<file path="config.mk">
export PLATFORM = sky130hd
export DESIGN_NAME = multi_mode_arb
export DESIGN_NICKNAME = d
export VERILOG_FILES = /design/src/rtl/arb_pkg.sv /design/src/rtl/rr_prio_pick.sv /design/src/rtl/multi_mode_arb.sv
export SDC_FILE = /design/constraint.sdc
export NUM_CORES = 1
export LEC_CHECK = 0
export ABC_CLOCK_PERIOD_IN_PS = 5400
export CAP_MARGIN = 10
export CORE_MARGIN = 2
export CORE_UTILIZATION = 60
export CTS_CLUSTER_DIAMETER = 30
export DETAILED_ROUTE_END_ITERATION = 7
export PLACE_DENSITY_LB_ADDON = 0.08
export SLEW_MARGIN = 20
export SYNTH_ARGS = -nofsm -noshare
export SYNTH_HDL_FRONTEND = slang
export SYNTH_SLANG_ARGS = --single-unit
</file>
<file path="constraint.sdc">
create_clock -name clk -period 5.4 [get_ports clk]
set_clock_uncertainty 0.1 [all_clocks]
set_input_delay 0.81 -clock clk [delete_from_list [all_inputs] [get_ports clk]]
set_output_delay 0.81 -clock clk [all_outputs]
set_load 0.01 [all_outputs]
</file>
<file path="src/rtl/arb_pkg.sv">
// Shared types and helpers for the multi-mode arbiter: FSM states, mode
// encodings and index arithmetic.
package arb_pkg;

   typedef enum logic {
      IDLE = 1'b0,
      OWN  = 1'b1
   } state_t;

   localparam logic FIXED = 1'b0;
   localparam logic RR    = 1'b1;

   function automatic int idx_w(input int n);
      return (n <= 1) ? 1 : $clog2(n);
   endfunction

   // Position visited at step off of the scan: rotated from base in RR mode.
   function automatic int scan_pos(input int base, input int off, input logic m, input int n);
      int p;
      p = (m == RR) ? (base + off) : off;
      if (p >= n) begin
         p = p - n;
      end else begin
         p = p + 0;
      end
      return p;
   endfunction

endpackage

</file>
<file path="src/rtl/rr_prio_pick.sv">
// Combinational winner selection: fixed priority from index 0, or a
// rotating scan starting at ptr in round-robin mode.
module rr_prio_pick
   import arb_pkg::*;
#(
   parameter int N = 4,
   parameter int W = idx_w(N)
) (
   input  logic [N-1:0] cand,
   input  logic [W-1:0] ptr,
   input  logic         mode,
   output logic [N-1:0] win_oh,
   output logic [W-1:0] win_idx,
   output logic         any_vld
);

   logic found_s;

   // First set candidate in scan order wins.
   always_comb begin
      win_oh  = '0;
      win_idx = '0;
      found_s = 1'b0;
      for (int i = 0; i < N; i++) begin
         if (!found_s && cand[scan_pos(int'(ptr), i, mode, N)]) begin
            found_s = 1'b1;
            win_idx = W'(scan_pos(int'(ptr), i, mode, N));
            win_oh[scan_pos(int'(ptr), i, mode, N)] = 1'b1;
         end else begin
            found_s = found_s;
         end
      end
   end

   assign any_vld = |cand;

endmodule

</file>
<file path="src/rtl/multi_mode_arb.sv">
// N-way arbiter with fixed-priority / round-robin modes and a per-owner
// hold limit; all outputs are registered.
module multi_mode_arb
   import arb_pkg::*;
#(
   parameter int N        = 4,
   parameter int MAX_HOLD = 8,
   localparam int W       = idx_w(N)
) (
   input  logic         clk,
   input  logic         rstn,
   input  logic [N-1:0] req,
   input  logic         mode,
   output logic [N-1:0] gnt,
   output logic [W-1:0] gnt_id,
   output logic         gnt_vld
);

   localparam logic [7:0] HOLD_MAX = 8'(MAX_HOLD);
   localparam logic [7:0] HOLD_SAT = (MAX_HOLD == 0) ? 8'hFF : 8'(MAX_HOLD);

   state_t       state_r;
   logic [7:0]   hold_cnt_r;
   logic [W-1:0] ptr_r;
   logic [N-1:0] gnt_r;
   logic [W-1:0] gnt_id_r;
   logic         gnt_vld_r;

   logic         owner_req_s;
   logic         expire_s;
   logic         keep_s;
   logic [N-1:0] cand_s;
   logic [N-1:0] win_oh_s;
   logic [W-1:0] win_idx_s;
   logic         any_vld_s;
   logic [W-1:0] next_ptr_s;

   // Owner keeps the grant unless it releases or its hold budget expires while others wait.
   always_comb begin
      owner_req_s = (state_r == OWN) && req[gnt_id_r];
      expire_s    = owner_req_s && (MAX_HOLD != 0) && (hold_cnt_r == HOLD_MAX)
                    && (|(req & ~gnt_r));
      keep_s      = owner_req_s && !expire_s;
      if (expire_s) begin
         cand_s = req & ~gnt_r;
      end else begin
         cand_s = req;
      end
      if (win_idx_s == W'(N - 1)) begin
         next_ptr_s = '0;
      end else begin
         next_ptr_s = win_idx_s + W'(1);
      end
   end

   rr_prio_pick #(
      .N (N),
      .W (W)
   ) u_pick (
      .cand    (cand_s),
      .ptr     (ptr_r),
      .mode    (mode),
      .win_oh  (win_oh_s),
      .win_idx (win_idx_s),
      .any_vld (any_vld_s)
   );

   // Arbitration FSM with registered grant outputs.
   always_ff @(posedge clk or negedge rstn) begin
      if (!rstn) begin
         state_r    <= IDLE;
         hold_cnt_r <= 8'd0;
         ptr_r      <= '0;
         gnt_r      <= '0;
         gnt_id_r   <= '0;
         gnt_vld_r  <= 1'b0;
      end else begin
         case (state_r)
            IDLE: begin
               if (any_vld_s) begin
                  state_r    <= OWN;
                  hold_cnt_r <= 8'd1;
                  ptr_r      <= next_ptr_s;
                  gnt_r      <= win_oh_s;
                  gnt_id_r   <= win_idx_s;
                  gnt_vld_r  <= 1'b1;
               end else begin
                  state_r    <= IDLE;
                  hold_cnt_r <= 8'd0;
                  gnt_r      <= '0;
                  gnt_id_r   <= '0;
                  gnt_vld_r  <= 1'b0;
               end
            end
            OWN: begin
               if (keep_s) begin
                  hold_cnt_r <= (hold_cnt_r == HOLD_SAT) ? hold_cnt_r : hold_cnt_r + 8'd1;
               end else if (any_vld_s) begin
                  hold_cnt_r <= 8'd1;
                  ptr_r      <= next_ptr_s;
                  gnt_r      <= win_oh_s;
                  gnt_id_r   <= win_idx_s;
                  gnt_vld_r  <= 1'b1;
               end else begin
                  state_r    <= IDLE;
                  hold_cnt_r <= 8'd0;
                  gnt_r      <= '0;
                  gnt_id_r   <= '0;
                  gnt_vld_r  <= 1'b0;
               end
            end
            default: begin
               state_r    <= IDLE;
               hold_cnt_r <= 8'd0;
               gnt_r      <= '0;
               gnt_id_r   <= '0;
               gnt_vld_r  <= 1'b0;
            end
         endcase
      end
   end

   assign gnt     = gnt_r;
   assign gnt_id  = gnt_id_r;
   assign gnt_vld = gnt_vld_r;

endmodule

</file>
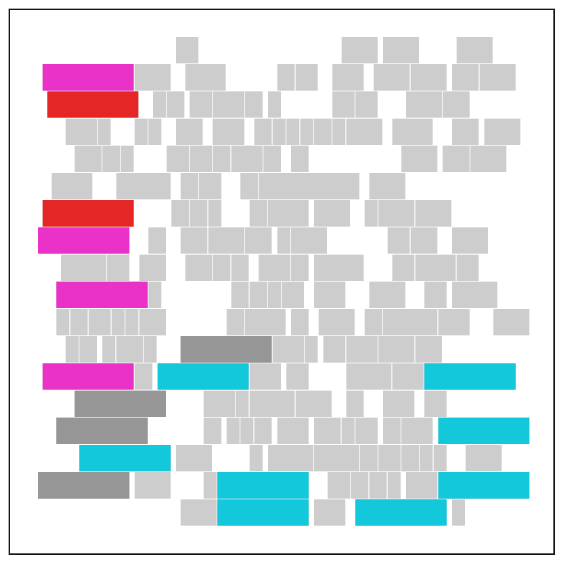
(images/ff_map.png)
(10 px per um)
[`hold_cnt_r`] cyan | sequential cells: 8
[`ptr_r`] red | sequential cells: 2
[`gnt`] magenta | sequential cells: 4 | where: left middle
not colored: 4

==> run summary <==
Die H - 54.3 um
sequential power - 259 uW
fp util - 62.5%
number of enable flip-flop cells - 0
P per Cell Area - 478 nW/um^2
die area - 2950 sq um
synth warn - 0
CTS tree - yes
Dominant cell area share - 29.6%
Clock buffer cells - 4
FF+latch count, synth - 18
Fillers - 194
largest net degree at the start of global routing - 19
Sw Pwr - 374 uW
Vias/cell - 6.53
number of tap instances - 30
Post-Syn Instances - 173
Combinational Gates - 138
Signal buf overhead - 8.22%
grt met1 use - 40.0%
yosys xor share - 4.61%
Crit. End Element - register
Layout clock area frac - 2.17%
post-route clock period utilization - 58.8%
Final nets - 192
Hold WS - 419 ps
total power - 800 uW
Clock Power - 84.8 uW
comb area leader - AND-OR/OR-AND gates
DRT iter0 DRCs - 64
total gr overflow - 0
post-synth top area cell - dfrtp_1
Hold WC Path Type - reg -> reg
Cell Type Count - 51
CP startpoint kind - input pin
final setup violation count - 0
num rows - 18
invs w/o clock - 8
final hold vios - 0
Worst slew margin - 48.7%
asr flop ratio synth - 100%
routed wire length - 3620 um
clock root cell - clkbuf_4
first-pass GRT wire length - 5890 um
post-CTS setup buffers - 0
worst r2r dst - ptr_r[0]
design area - 1670 sq um
hold path depth - 1
Max clock buf depth - 2
post-route minimum period - 3170 ps
Reg2Reg Depth - 8
gr busiest metal - met2
fraction of layout cells with a size suffix above 1 - 9.34%
RSZ-0062 raised after global routing - no
sequential cell area share - 26.9%
met3 routed WL - 288 um
sequential power share - 32.4%
Port Buf Inserts - 13
Reg-to-Reg Start - hold_cnt_r[0]
initial antenna violation count - 0
GPL Wtd Cong - 1.02
top cells by area - dfrtp_1 (30%), mux2i_1 (7.9%), nand2_1 (4.2%), nand3_1 (4.0%), xor2_1 (3.5%)
R2R setup slack - 2730 ps
Seq/Total Area, Yosys - 29.6%
worst-margin pin slew - 768 ps
# IOs - 14
Most common reg cell - dfrtp_1
Slew Limit Fails - 0
flop count - 18
core area - 2430 sq um
vias in the first global route - 1286
Buffers, non-clock - 14
Critical Path RT - 5490 ps
Hold-fix buffers, CTS - 0
worst hold endpoint - gnt_vld
width of the die - 54.3 um
Insertion Delay late pin - 310 ps
Sw Share - 46.8%
Routed Antenna Nets - 0
Syn Std Cell Area - 1520 sq um
Pwr top - combinational cells
Reg area - 450 sq um
kind of critical path - in -> reg
count leader, synth - dfrtp_1
DR DRC count - 0
top cell category - multi-input combinational cells
clock buffer count from CTS - 3
combinational fraction of design power - 57.0%
Clock power frac - 10.6%
P_comb - 456 uW
Gate Area - 982 sq um
Post-CTS Resized - 0
Max Used Layer - met4
global-route track usage on met3 - 4.92%
routed length on met2 - 1720 um
Mapped Avg Cell Area - 8.79 sq um
Max Cap Viol - 0
CTS H-tree lvls - 1
Syn Nets - 182
P_int - 426 uW
DR vias - 1385
ys cells - 173
met2 Use GR - 42.6%
mux frac, synth - 11.9%
Top Layout Cells - dfrtp_1 (18), nand2_1 (17), clkdlybuf4s50_1 (13)
met1 wire length - 1590 um
post-route setup TNS - 0 ps
status - complete, no violations
synth cell count leaders - dfrtp_1 (18), nand2_1 (17), mux2i_1 (12), nand3_1 (12), a21oi_1 (9)
Comb area share - 58.7%
synth-to-layout area growth - 10.1%
Worst Setup EP - ptr_r[0]
Hold Path Origin - gnt_vld
f_max - 315 MHz
post-synthesis chip area from yosys - 1520 sq um
placed instance area - 1640 sq um
Leak - 0.708 nW
Sink Count - 18
maximum VDD drop - 0.000313 V
crit path DAT - 3260 ps
HPWL Detailed - 2780 um
Top cell excl fill/tap - dfrtp_1
Diodes inserted - 0
Critical Path Start - mode
Worst-path clk slew - 90 ps
Tool Warnings - 27
maximum fanout along the worst path - 13
Post-Synth Adder-Cell Area - 1.65%
Synth Area in Compound Gates - 23.7%
drt first pass iters - 4
yosys simple share - 22.8%
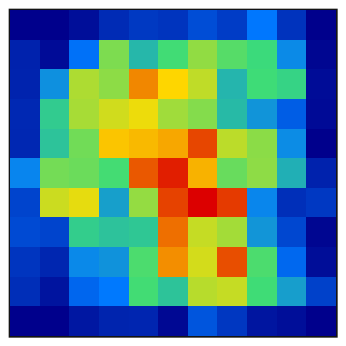
(images/route_heat.png)
(6 px per um) The die is cut into 11 by 11 equal tiles; dark blue is low, red is high, scaled to the fullest tile. Values are wire area over tile area, all layers added.
mean over tiles: 0.20
densest ninth of the die: middle
nearly empty tiles: 8.3%
fullest tile: 0.52
emptiest ninth of the die: bottom left
tiles over half the peak: 40%
Overall Global Routing Usage: 27.9%
Avg WL per Cell: 17.1 um

stage by stage:
| stage | std cells | setup slack (ps) | utilization, % |
|---|---|---|---|
| 3_5_place_dp | 208 | 1930 | 67.3 |
| 3_3_place_gp | 208 | 2000 | 67.3 |
| 5_1_grt | 212 | 1980 | 68.8 |
| 2_1_floorplan | 173 | 2770 | - |
| 6_report | 212 | 2230 | 68.8 |
| 4_1_cts | 212 | 2240 | 68.8 |
state kept, by name, summed over array words and instances (netlist names):
signal      flops
gnt_id          2
gnt_vld         1
gnt             4
hold_cnt_r      8
ptr_r           2
state_r         1
critical path, cell delays in order:
cell	delay (ps)
clkdlybuf4s50_1	690
nand2_1	390
mux2i_1	260
o41ai_4	320
nand2_1	150
a21oi_1	230
o2bb2ai_2	120
mux2_2	270
Power figures rest on the tool's default switching activity, not on a simulated workload.
